--- src/rtl/windowed_regfile_if.sv ---
// Decode/write-back port bundle for windowed_regfile: operand reads, write-back,
// window call/return controls and the stall/exception flags.
interface windowed_regfile_if #(
  parameter int unsigned DATA_W = 16,
  parameter int unsigned NWIN   = 4
);
  localparam int unsigned WinW = (NWIN > 1) ? $clog2(NWIN) : 1;

  logic [2:0]        rd_addr_a;
  logic [2:0]        rd_addr_b;
  logic [DATA_W-1:0] rega;
  logic [DATA_W-1:0] regb;
  logic [WinW-1:0]   window_r;
  logic              wr_en;
  logic [2:0]        wr_addr;
  logic [WinW-1:0]   wr_win;
  logic [DATA_W-1:0] wr_data;
  logic              win_inc;
  logic              win_dec;
  logic              stall;
  logic              win_ovf;
  logic              win_unf;

  modport master (
    output rd_addr_a, rd_addr_b, wr_en, wr_addr, wr_win, wr_data, win_inc, win_dec,
    input  rega, regb, window_r, stall, win_ovf, win_unf
  );

  modport slave (
    input  rd_addr_a, rd_addr_b, wr_en, wr_addr, wr_win, wr_data, win_inc, win_dec,
    output rega, regb, window_r, stall, win_ovf, win_unf
  );
endinterface

--- src/rtl/windowed_regfile.sv ---
// Windowed decode register file: r0 zero, r1-r3 global, r4-r7 per-window locals, with a
// clear engine for newly entered windows. Define WRF_BYPASS_EN for write-to-read bypass.
module windowed_regfile #(
  parameter int unsigned DATA_W = 16,
  parameter int unsigned NWIN   = 4
) (
  input logic             clk,
  input logic             rst,
  windowed_regfile_if.slave bus
);
  localparam int unsigned WinW  = (NWIN > 1) ? $clog2(NWIN) : 1;
  localparam int unsigned NPhys = 3 + 4 * NWIN;
  localparam int unsigned PhysW = $clog2(NPhys);
  localparam logic [WinW-1:0] DepthMax = WinW'(NWIN - 1);

  typedef enum logic [0:0] {StIdle, StClear} state_e;

  // Globals occupy entries 0..2, window w's locals follow at 3 + 4*w.
  function automatic logic [PhysW-1:0] phys_idx(input logic [2:0] addr,
                                                input logic [WinW-1:0] win);
    logic [PhysW-1:0] idx;
    if (addr[2]) begin
      idx = PhysW'(3) + PhysW'({win, addr[1:0]});
    end else begin
      idx = PhysW'(addr) - PhysW'(1);
    end
    return idx;
  endfunction

  state_e            r_state;
  state_e            w_state_next;
  logic [WinW-1:0]   r_cwp;
  logic [WinW-1:0]   r_depth;
  logic [1:0]        r_clr_idx;
  logic              r_ovf;
  logic              r_unf;
  logic [DATA_W-1:0] r_mem [NPhys];

  logic [PhysW-1:0]  w_rd_idx_a;
  logic [PhysW-1:0]  w_rd_idx_b;
  logic [PhysW-1:0]  w_wr_idx;
  logic [PhysW-1:0]  w_clr_phys;
  logic              w_wr_act;
  logic              w_inc_req;
  logic              w_dec_req;
  logic              w_inc_ok;
  logic              w_dec_ok;
  logic              w_ovf_d;
  logic              w_unf_d;
  logic              w_stall;
  logic              w_clr_en;
  logic              w_byp_a;
  logic              w_byp_b;
  logic [DATA_W-1:0] w_rega;
  logic [DATA_W-1:0] w_regb;

  assign w_rd_idx_a = phys_idx(bus.rd_addr_a, r_cwp);
  assign w_rd_idx_b = phys_idx(bus.rd_addr_b, r_cwp);
  assign w_wr_idx   = phys_idx(bus.wr_addr, bus.wr_win);
  assign w_clr_phys = phys_idx({1'b1, r_clr_idx}, r_cwp);
  assign w_wr_act   = bus.wr_en && (bus.wr_addr != 3'd0);

  assign w_inc_req = (r_state == StIdle) && bus.win_inc && !bus.win_dec;
  assign w_dec_req = (r_state == StIdle) && bus.win_dec && !bus.win_inc;
  assign w_inc_ok  = w_inc_req && (r_depth != DepthMax);
  assign w_dec_ok  = w_dec_req && (r_depth != '0);
  assign w_ovf_d   = w_inc_req && (r_depth == DepthMax);
  assign w_unf_d   = w_dec_req && (r_depth == '0);

  // FSM: state register
  always_ff @(posedge clk) begin
    if (rst) begin
      r_state <= StIdle;
    end else begin
      r_state <= w_state_next;
    end
  end

  // FSM: next state
  always_comb begin
    w_state_next = r_state;
    unique case (r_state)
      StIdle:  if (w_inc_ok) w_state_next = StClear;
      StClear: if (r_clr_idx == 2'd3) w_state_next = StIdle;
    endcase
  end

  // FSM: outputs
  always_comb begin
    w_stall  = 1'b0;
    w_clr_en = 1'b0;
    unique case (r_state)
      StIdle:  ;
      StClear: begin
        w_stall  = 1'b1;
        w_clr_en = 1'b1;
      end
    endcase
  end

  always_ff @(posedge clk) begin
    if (rst) begin
      r_cwp     <= '0;
      r_depth   <= '0;
      r_clr_idx <= '0;
      r_ovf     <= 1'b0;
      r_unf     <= 1'b0;
    end else begin
      r_ovf <= w_ovf_d;
      r_unf <= w_unf_d;
      if (w_inc_ok) begin
        r_cwp     <= r_cwp + WinW'(1);
        r_depth   <= r_depth + WinW'(1);
        r_clr_idx <= '0;
      end else if (w_dec_ok) begin
        r_cwp   <= r_cwp - WinW'(1);
        r_depth <= r_depth - WinW'(1);
      end
      if (w_clr_en) r_clr_idx <= r_clr_idx + 2'd1;
    end
  end

  // The write is issued after the clear so it wins on a shared entry.
  always_ff @(posedge clk) begin
    if (rst) begin
      for (int i = 0; i < NPhys; i++) r_mem[i] <= '0;
    end else begin
      if (w_clr_en) r_mem[w_clr_phys] <= '0;
      if (w_wr_act) r_mem[w_wr_idx] <= bus.wr_data;
    end
  end

`ifdef WRF_BYPASS_EN
  // Physical-index match already accounts for wr_win vs cwp on locals.
  assign w_byp_a = w_wr_act && (w_wr_idx == w_rd_idx_a);
  assign w_byp_b = w_wr_act && (w_wr_idx == w_rd_idx_b);
`else
  assign w_byp_a = 1'b0;
  assign w_byp_b = 1'b0;
`endif

  always_comb begin
    w_rega = r_mem[w_rd_idx_a];
    if (w_byp_a) w_rega = bus.wr_data;
    if (bus.rd_addr_a == 3'd0) w_rega = '0;
    w_regb = r_mem[w_rd_idx_b];
    if (w_byp_b) w_regb = bus.wr_data;
    if (bus.rd_addr_b == 3'd0) w_regb = '0;
  end

  assign bus.rega     = w_rega;
  assign bus.regb     = w_regb;
  assign bus.window_r = r_cwp;
  assign bus.stall    = w_stall;
  assign bus.win_ovf  = r_ovf;
  assign bus.win_unf  = r_unf;
endmodule
--- src/flat_wrapper.sv ---
// flat-port wrapper written by rule: the top's interface ports become plain ports
module windowed_regfile_flat 
#(
  parameter int unsigned DATA_W = 16,
  parameter int unsigned NWIN   = 4
)
  (clk, rst, bus_rd_addr_a, bus_rd_addr_b, bus_wr_en, bus_wr_addr, bus_wr_win, bus_wr_data, bus_win_inc, bus_win_dec, bus_rega, bus_regb, bus_window_r, bus_stall, bus_win_ovf, bus_win_unf);
  windowed_regfile_if #(.DATA_W(DATA_W), .NWIN(NWIN)) bus_i ();
  input logic clk;
  input logic rst;
  input wire logic [$bits(bus_i.rd_addr_a)-1:0] bus_rd_addr_a;
  input wire logic [$bits(bus_i.rd_addr_b)-1:0] bus_rd_addr_b;
  input wire logic [$bits(bus_i.wr_en)-1:0] bus_wr_en;
  input wire logic [$bits(bus_i.wr_addr)-1:0] bus_wr_addr;
  input wire logic [$bits(bus_i.wr_win)-1:0] bus_wr_win;
  input wire logic [$bits(bus_i.wr_data)-1:0] bus_wr_data;
  input wire logic [$bits(bus_i.win_inc)-1:0] bus_win_inc;
  input wire logic [$bits(bus_i.win_dec)-1:0] bus_win_dec;
  output wire logic [$bits(bus_i.rega)-1:0] bus_rega;
  output wire logic [$bits(bus_i.regb)-1:0] bus_regb;
  output wire logic [$bits(bus_i.window_r)-1:0] bus_window_r;
  output wire logic [$bits(bus_i.stall)-1:0] bus_stall;
  output wire logic [$bits(bus_i.win_ovf)-1:0] bus_win_ovf;
  output wire logic [$bits(bus_i.win_unf)-1:0] bus_win_unf;
  assign bus_i.rd_addr_a = bus_rd_addr_a;
  assign bus_i.rd_addr_b = bus_rd_addr_b;
  assign bus_i.wr_en = bus_wr_en;
  assign bus_i.wr_addr = bus_wr_addr;
  assign bus_i.wr_win = bus_wr_win;
  assign bus_i.wr_data = bus_wr_data;
  assign bus_i.win_inc = bus_win_inc;
  assign bus_i.win_dec = bus_win_dec;
  assign bus_rega = bus_i.rega;
  assign bus_regb = bus_i.regb;
  assign bus_window_r = bus_i.window_r;
  assign bus_stall = bus_i.stall;
  assign bus_win_ovf = bus_i.win_ovf;
  assign bus_win_unf = bus_i.win_unf;
  windowed_regfile #(.DATA_W(DATA_W), .NWIN(NWIN)) u_core (.clk(clk), .rst(rst), .bus(bus_i));
endmodule
--- config.mk ---
export PLATFORM = sky130hd
export DESIGN_NAME = windowed_regfile_flat
export DESIGN_NICKNAME = d
export VERILOG_FILES = /design/src/rtl/windowed_regfile_if.sv /design/src/rtl/windowed_regfile.sv /design/src/flat_wrapper.sv
export SDC_FILE = /design/constraint.sdc
export NUM_CORES = 1
export LEC_CHECK = 0
export CAP_MARGIN = 20
export CORE_ASPECT_RATIO = 0.8
export CORE_MARGIN = 2
export CORE_UTILIZATION = 25
export CTS_CLUSTER_SIZE = 24
export DETAILED_ROUTE_END_ITERATION = 10
export HOLD_SLACK_MARGIN = 0.08
export PLACE_DENSITY_LB_ADDON = 0.1
export SETUP_SLACK_MARGIN = 0.15
export SYNTH_ARGS = -nofsm -noshare
export SYNTH_HDL_FRONTEND = slang
export SYNTH_SLANG_ARGS = --single-unit
--- constraint.sdc ---
create_clock -name clk -period 7.6 [get_ports clk]
set_input_delay 1.52 -clock clk [delete_from_list [all_inputs] [get_ports clk]]
set_output_delay 1.52 -clock clk [all_outputs]
set_load 0.02 [all_outputs]
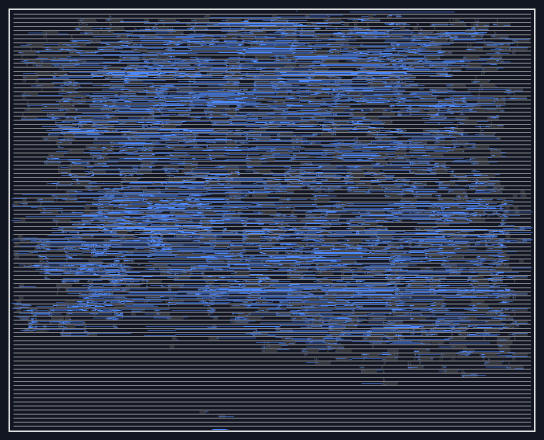
Figure 1: run 1, metal 1.
Scale: 1.5 px per um. Supply wires on this layer in gray.
nets with wire on the layer	1852
wire length on this layer	42.3 mm
share of all routed wire	46%
longest straight run	111 um
main direction	horizontal

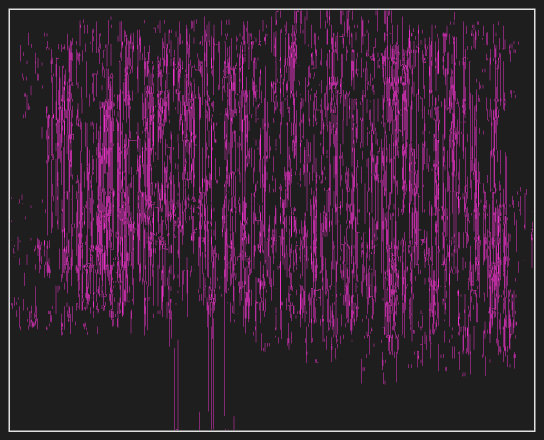
Figure 2: run 1, signal wires on met2.
Scale: 1.5 px per um.
longest straight run	112 um
main direction	vertical
wire length on this layer	38.5 mm
Routed WL: 91800 um
number of vias in the routed layout: 15693

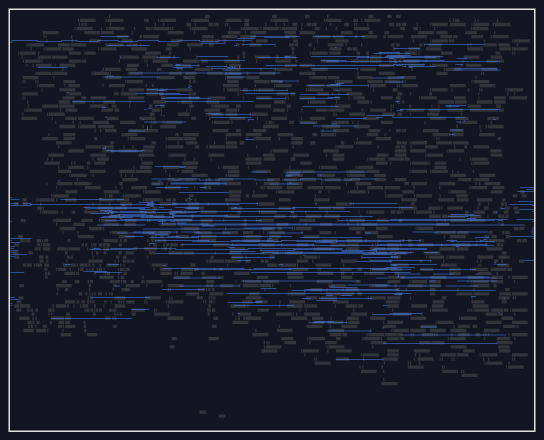
Figure 3: run 1, the metal 3 layer.
Scale: 1.5 px per um.
nets with wire on the layer	180
longest straight run	206 um
share of all routed wire	9.5%
main direction	horizontal

==> changes_impl.md, run 1 <==
### Changed

- Global Route met3 Usage: 0.0467
- Post-synthesis simple-gate area fraction: 0.100
- GP Congestion: 0.791
- Measured slew at the worst slew-check pin: around 1200 ps
- Launching element type of the critical path: input pin
- Unrepaired setup endpoints after global routing: false
- Wire length on met1: 42300 um
- Clock tree cell share of total cell area: 0.0590
- Hold depth: 2
- Worst hold path startpoint: u_core.r_depth[1]
- EDFF count, synth: 452
- CP max-delay cell: a211oi_1
- Number of buffers created by CTS: 53
- Total power: 0.00677 W
- Levels on crit path: 10
- Clock tree from TritonCTS: done
- Top comb family, area: multiplexers
- Max_cap viols: 0
- Number of antenna violations at the first check in global routing: 3
- Largest register FFs: 452
- Non-Filler Cell Area, Final: 0.0288 mm2
- Most numerous cell in the Yosys netlist: edfxtp_1
- Post-cts hold-fix buffer tally: 0
- First-pass GRT wire length: 128000 um
- FMAX: around 0.14 GHz
- Flop+latch power: around 0.003 W
- Comb power frac: 0.173
- Worst max-slew margin expressed relative to the limit: 0.199
- Number of fill cells: 9505
- Count of warnings emitted by yosys: 0
- Leading cell category by total area: registers
- Fin crit share: 0.930
- Core Box Area: 0.0948 mm2
- DRC violations left: 0
- Sw Ratio: 0.281
- Dpl hpwl: around 57000 um
- Most common logic cells in the final layout: edfxtp_1 (452), nor2_1 (362), mux4_2 (226)
- Clk latency late pin: 630 ps
- Number of nets in the final layout: slightly below 2000
- Layout non-clock buf frac: 0.0507
- Type of element capturing the critical path: output pin
- Std cell rows: between 100 and 150
- Met2 Track Usage GR: 0.271
- Distinct cell type count after synthesis: 59
- Leading post-synthesis cells by cell area: edfxtp_1 (57%), mux4_2 (21%), nor2_1 (5.7%)
- R2r startpoint: u_core.bus.window_r[1]
- Post-synthesis chip area from yosys: 0.0239 mm2
- Chip area: 0.0979 mm2
- Core Util, Final: 0.304
- Worst slack on hold paths: just over 500 ps
- Tap cells: 1236
- Worst Reg-to-Reg Cells: 5
- Clock transition time at the flip-flop clock pins of the worst setup and hold paths: roughly 60 ps
- Synthesized area per cell: 14.7 um2
- Most common cell type on the critical path: clkdlybuf4s50_1
- Cell area reported after detailed placement: 0.0270 mm2
- Overall die height: about 280 um
- Fraction of area in multi-input gates: 0.358
- Post-synthesis sequential area ratio: 0.576
- Placed Cells: a little over 3000
- Post-Place Setup Slack: 601 ps
- Crit. Startpoint: bus_rd_addr_a[1]
- Internal power: 0.00487 W
- Met3 wire length: 8720 um
- Largest register by flop count: u_core.r_mem
- Post-cts sizing count: 0
- Ys flops: 461
- Hold Path End: u_core.r_depth[1]
- Buffering stage count on the worst path with inverters included: 4
- Number of design-rule violations left by the first detailed-router iteration: 1548
- Power share of the sequential group: 0.442
- Flop share of the area: 0.477
- Logic cell area: 0.0103 mm2
- Largest Pwr Group: sequential cells
- Status: completed
- Most frequently placed logic cell in the final layout: edfxtp_1
==> inputs of run 2 (changes only) <==
--- a/config.mk
+++ b/config.mk
@@ -8,11 +8,12 @@
 export CAP_MARGIN = 20
 export CORE_ASPECT_RATIO = 0.8
 export CORE_MARGIN = 2
-export CORE_UTILIZATION = 25
+export CORE_UTILIZATION = 30
 export CTS_CLUSTER_SIZE = 24
 export DETAILED_ROUTE_END_ITERATION = 10
 export HOLD_SLACK_MARGIN = 0.08
 export PLACE_DENSITY_LB_ADDON = 0.1
+export RECOVER_POWER = 50
 export SETUP_SLACK_MARGIN = 0.15
 export SYNTH_ARGS = -nofsm -noshare
 export SYNTH_HDL_FRONTEND = slang
==> constraint.sdc (replaced) <==
create_clock -name clk -period 7.6 [get_ports clk]
set_input_delay 1.52 -clock clk [delete_from_list [all_inputs] [get_ports clk]]
set_output_delay 1.52 -clock clk [all_outputs]
set_load 0.05 [all_outputs]
==> run 2 against run 1 <==
  * The flow now finishes with violations (max-capacitance violations, max-slew violations)
  * Die size down 16%
  * Setup slack gained 180 ps
  * Final cell count down 7.2%
  * Via count about the same
  * Global-route usage is 1.9 points higher
  * Core utilization rose by 5.4 points
  * Count of clock-buffer cells in the layout rose by 6
  * Non-clock buffer count is 11 lower
  * Wire length down 7.3%
  * Critical path type unchanged
  * Largest power group unchanged
  * Highest routed layer unchanged
==> changes_impl.md, run 2 <==
### Changed

- Clock transition time at the flip-flop clock pins of the worst setup and hold paths: 60 ps (about the same)
- Non-Filler Cell Area, Final: 0.0282 mm2 (-2.2%)
- Most common logic cells in the final layout: edfxtp_1 (452), nor2_1 (362), mux4_2 (226)
- GP Congestion: 0.776 (-1.9%)
- Unrepaired setup endpoints after global routing: false
- Number of nets in the final layout: 1910 (-0.73%)
- CP max-delay cell: clkdlybuf4s50_1
- Clock tree cell share of total cell area: 0.0521 (-0.00691)
- Post-synthesis chip area from yosys: 0.0239 mm2 (unchanged)
- Met2 Track Usage GR: 0.300 (+0.0283)
- Number of antenna violations at the first check in global routing: 0 (-3)
- Violations in the final reports: max-capacitance violations, max-slew violations
- First-pass GRT wire length: 120000 um (-6.0%)
- R2r startpoint: u_core.r_clr_idx[0]
- Fraction of area in multi-input gates: 0.363 (+0.00508)
- Logic cell area: 0.0102 mm2 (-0.86%)
- Worst hold path startpoint: u_core.r_depth[1]
- Overall die height: 256 um (-8.6%)
- Placed Cells: 2849 (-7.0%)
- Leading post-synthesis cells by cell area: edfxtp_1 (57%), mux4_2 (21%), nor2_1 (5.7%)
- Ys flops: 461 (unchanged)
- Number of fill cells: 7659 (-19%)
- Flop share of the area: 0.488 (+0.0110)
- Post-cts hold-fix buffer tally: 0 (unchanged)
- Final Max Slew Viols: roughly 160
- Clock tree from TritonCTS: done
- Number of vias in the routed layout: 15703 (+0.064%)
- Internal power: 0.00467 W (-4.1%)
- Max_cap viols: 11 (+11)
- Wire length on met1: 39100 um (-7.7%)
- Count of warnings emitted by yosys: 0 (unchanged)
- Buffering stage count on the worst path with inverters included: 4 (unchanged)
- Worst max-slew margin expressed relative to the limit: -0.989 (-1.19)
- Status: finished, violations left
- Cell area reported after detailed placement: 0.0267 mm2 (-1.2%)
- Measured slew at the worst slew-check pin: 2960 ps (+1770 ps)
- Routed WL: 85100 um (-7.3%)
- Std cell rows: 92 (-8.9%)
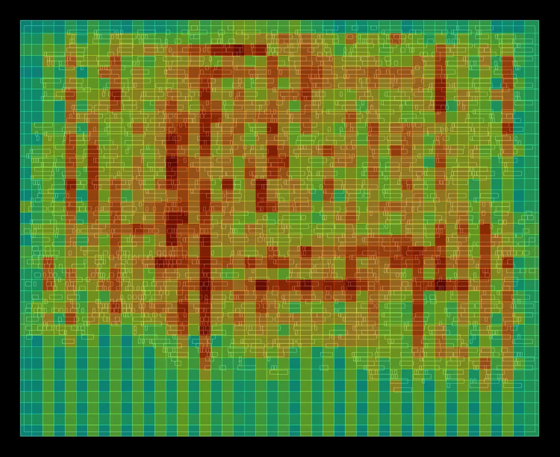
Figure 4: run 2, routing congestion.
Global Route met3 Usage: 0.0618
aggregate global-route resource usage: 0.208
grt met1 use: 0.306
average detailed-routed wire length per instance: 28.9 um
Core Util, Final: 0.358

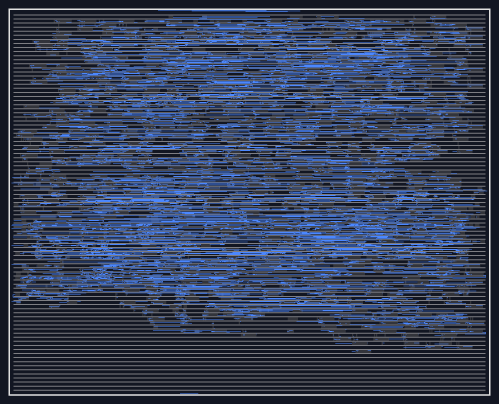
Figure 5: run 2, metal 1.
Scale: 1.5 px per um. Supply wires on this layer in gray.
main direction	horizontal
nets with wire on the layer	1851
wire length on this layer	39.1 mm
share of all routed wire	46%

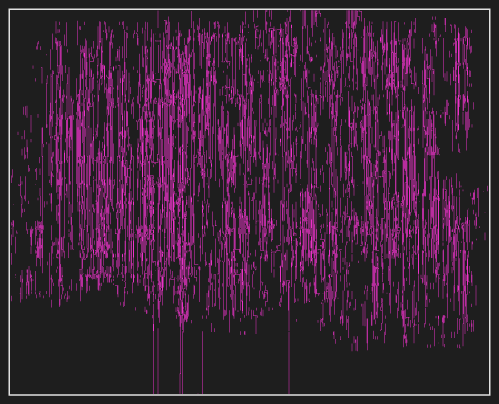
Figure 6: run 2, signal wires on met2.
Scale: 1.5 px per um.
main direction	vertical
share of all routed wire	43%

==> inputs of run 3 (changes only) <==
==> constraint.sdc (replaced) <==
create_clock -name clk -period 8.4 [get_ports clk]
set_input_delay 1.68 -clock clk [delete_from_list [all_inputs] [get_ports clk]]
set_output_delay 1.68 -clock clk [all_outputs]
set_load 0.05 [all_outputs]
==> run 3 against run 2 <==
  * The flow still finishes with violations (max-capacitance violations, max-slew violations)
  * Final cell count did not move
  * Via count rose by 0.31%
  * Area after synthesis did not move
  * Final area barely moved
  * Sequential power fell by 9.7%
  * Count of clock-buffer cells in the layout fell by 1
  * Setup slack improved by 380 ps
  * Hold slack got worse by 2.0 ps
  * Non-clock buffer count fell by 6
  * Critical path type unchanged
  * Register-to-register slack got worse by 510 ps
  * Largest power group unchanged
  * Clock skew barely moved
==> changes_impl.md, run 3 <==
### Changed

- Cells in synth_stat.txt: between 1500 and 2000
- Antenna cell count: 0
- Fraction of area in multi-input gates: 0.365 (+0.00155)
- Clock tree cell share of total cell area: 0.0577 (+0.00566)
- Tap cells: 1034
- Std cell rows: 92 (unchanged)
- CP max-delay cell: clkdlybuf4s50_1
- Post-cts hold-fix buffer tally: 0 (unchanged)
- Max_cap viols: 9 (-2)
- Placed Cells: 2847 (-0.070%)
- GP Congestion: 0.789 (+1.7%)
- Wire length on met1: 38700 um (-0.88%)
- Core Box Area: between 0.07 and 0.08 mm2
- Most common logic cells in the final layout: edfxtp_1 (452), nor2_1 (362), mux4_2 (226)
- Grt met1 use: 0.320 (+0.0142)
- Post-synthesis chip area from yosys: 0.0239 mm2 (unchanged)
- Violations in the final reports: max-capacitance violations, max-slew violations
- R2r startpoint: u_core.bus.window_r[0]
- Flop share of the area: 0.488 (about the same)
- Antenna violation net count after detailed routing: 0
- Worst max-slew margin expressed relative to the limit: -2.22 (-1.23)
- Overall die height: 256 um (unchanged)
- Measured slew at the worst slew-check pin: 4780 ps (+1820 ps)
- First-pass GRT wire length: 120000 um (+0.45%)
- Number of nets in the final layout: 1906 (-0.21%)
- Number of antenna violations at the first check in global routing: 7 (+7)
- Clock tree from TritonCTS: done
- Buffering stage count on the worst path with inverters included: 4 (unchanged)
- Unrepaired setup endpoints after global routing: false
- Final Max Slew Viols: 153 (-1.9%)
- Status: finished, violations left
- Non-Filler Cell Area, Final: 0.0282 mm2 (about the same)
- Worst hold path startpoint: u_core.r_depth[1]
- Internal power: 0.00435 W (-6.8%)
- Tally of OpenROAD warnings: 29
- Aggregate global-route resource usage: 0.209 (+0.00112)
- Logic cell area: 0.0103 mm2 (+0.47%)
- Core Util, Final: 0.358 (about the same)
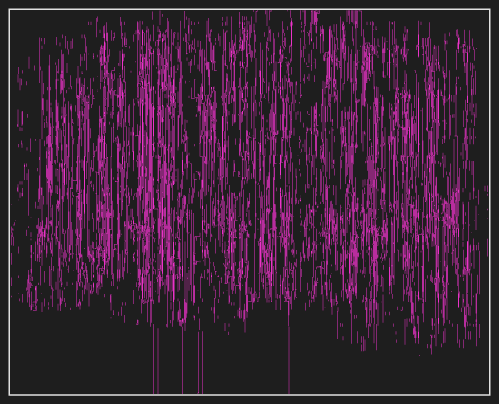
Figure 7: run 3, signal wires on met2.
Scale: 1.5 px per um.
main direction	vertical
nets with wire on the layer	1599
share of all routed wire	43%
longest straight run	99.5 um
wire length on this layer	36.5 mm
met2 Track Usage GR: 0.305
Routed WL: 85200 um
number of vias in the routed layout: 15752

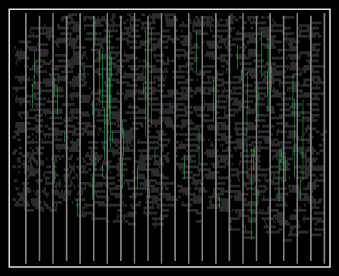
Figure 8: run 3, M4 wires.
Scale: 1 px per um. Supply wires on this layer in gray.
share of all routed wire	2.3%
main direction	vertical
wire length on this layer	1970 um
nets with wire on the layer	29
longest straight run	105 um

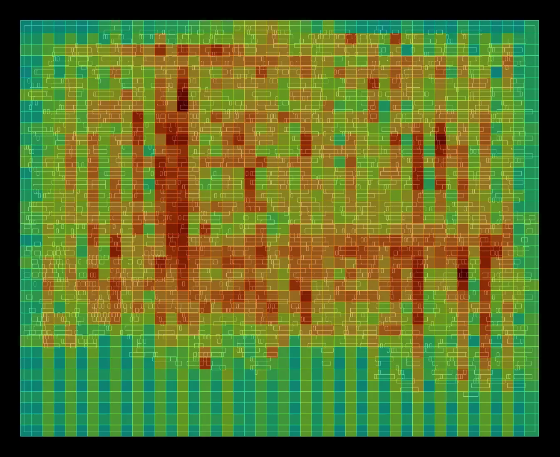
Figure 9: run 3, routing congestion.
Global Route met3 Usage: 0.0368
average detailed-routed wire length per instance: 29.0 um

No activity file was given, so power comes from the tool's default toggle rates.
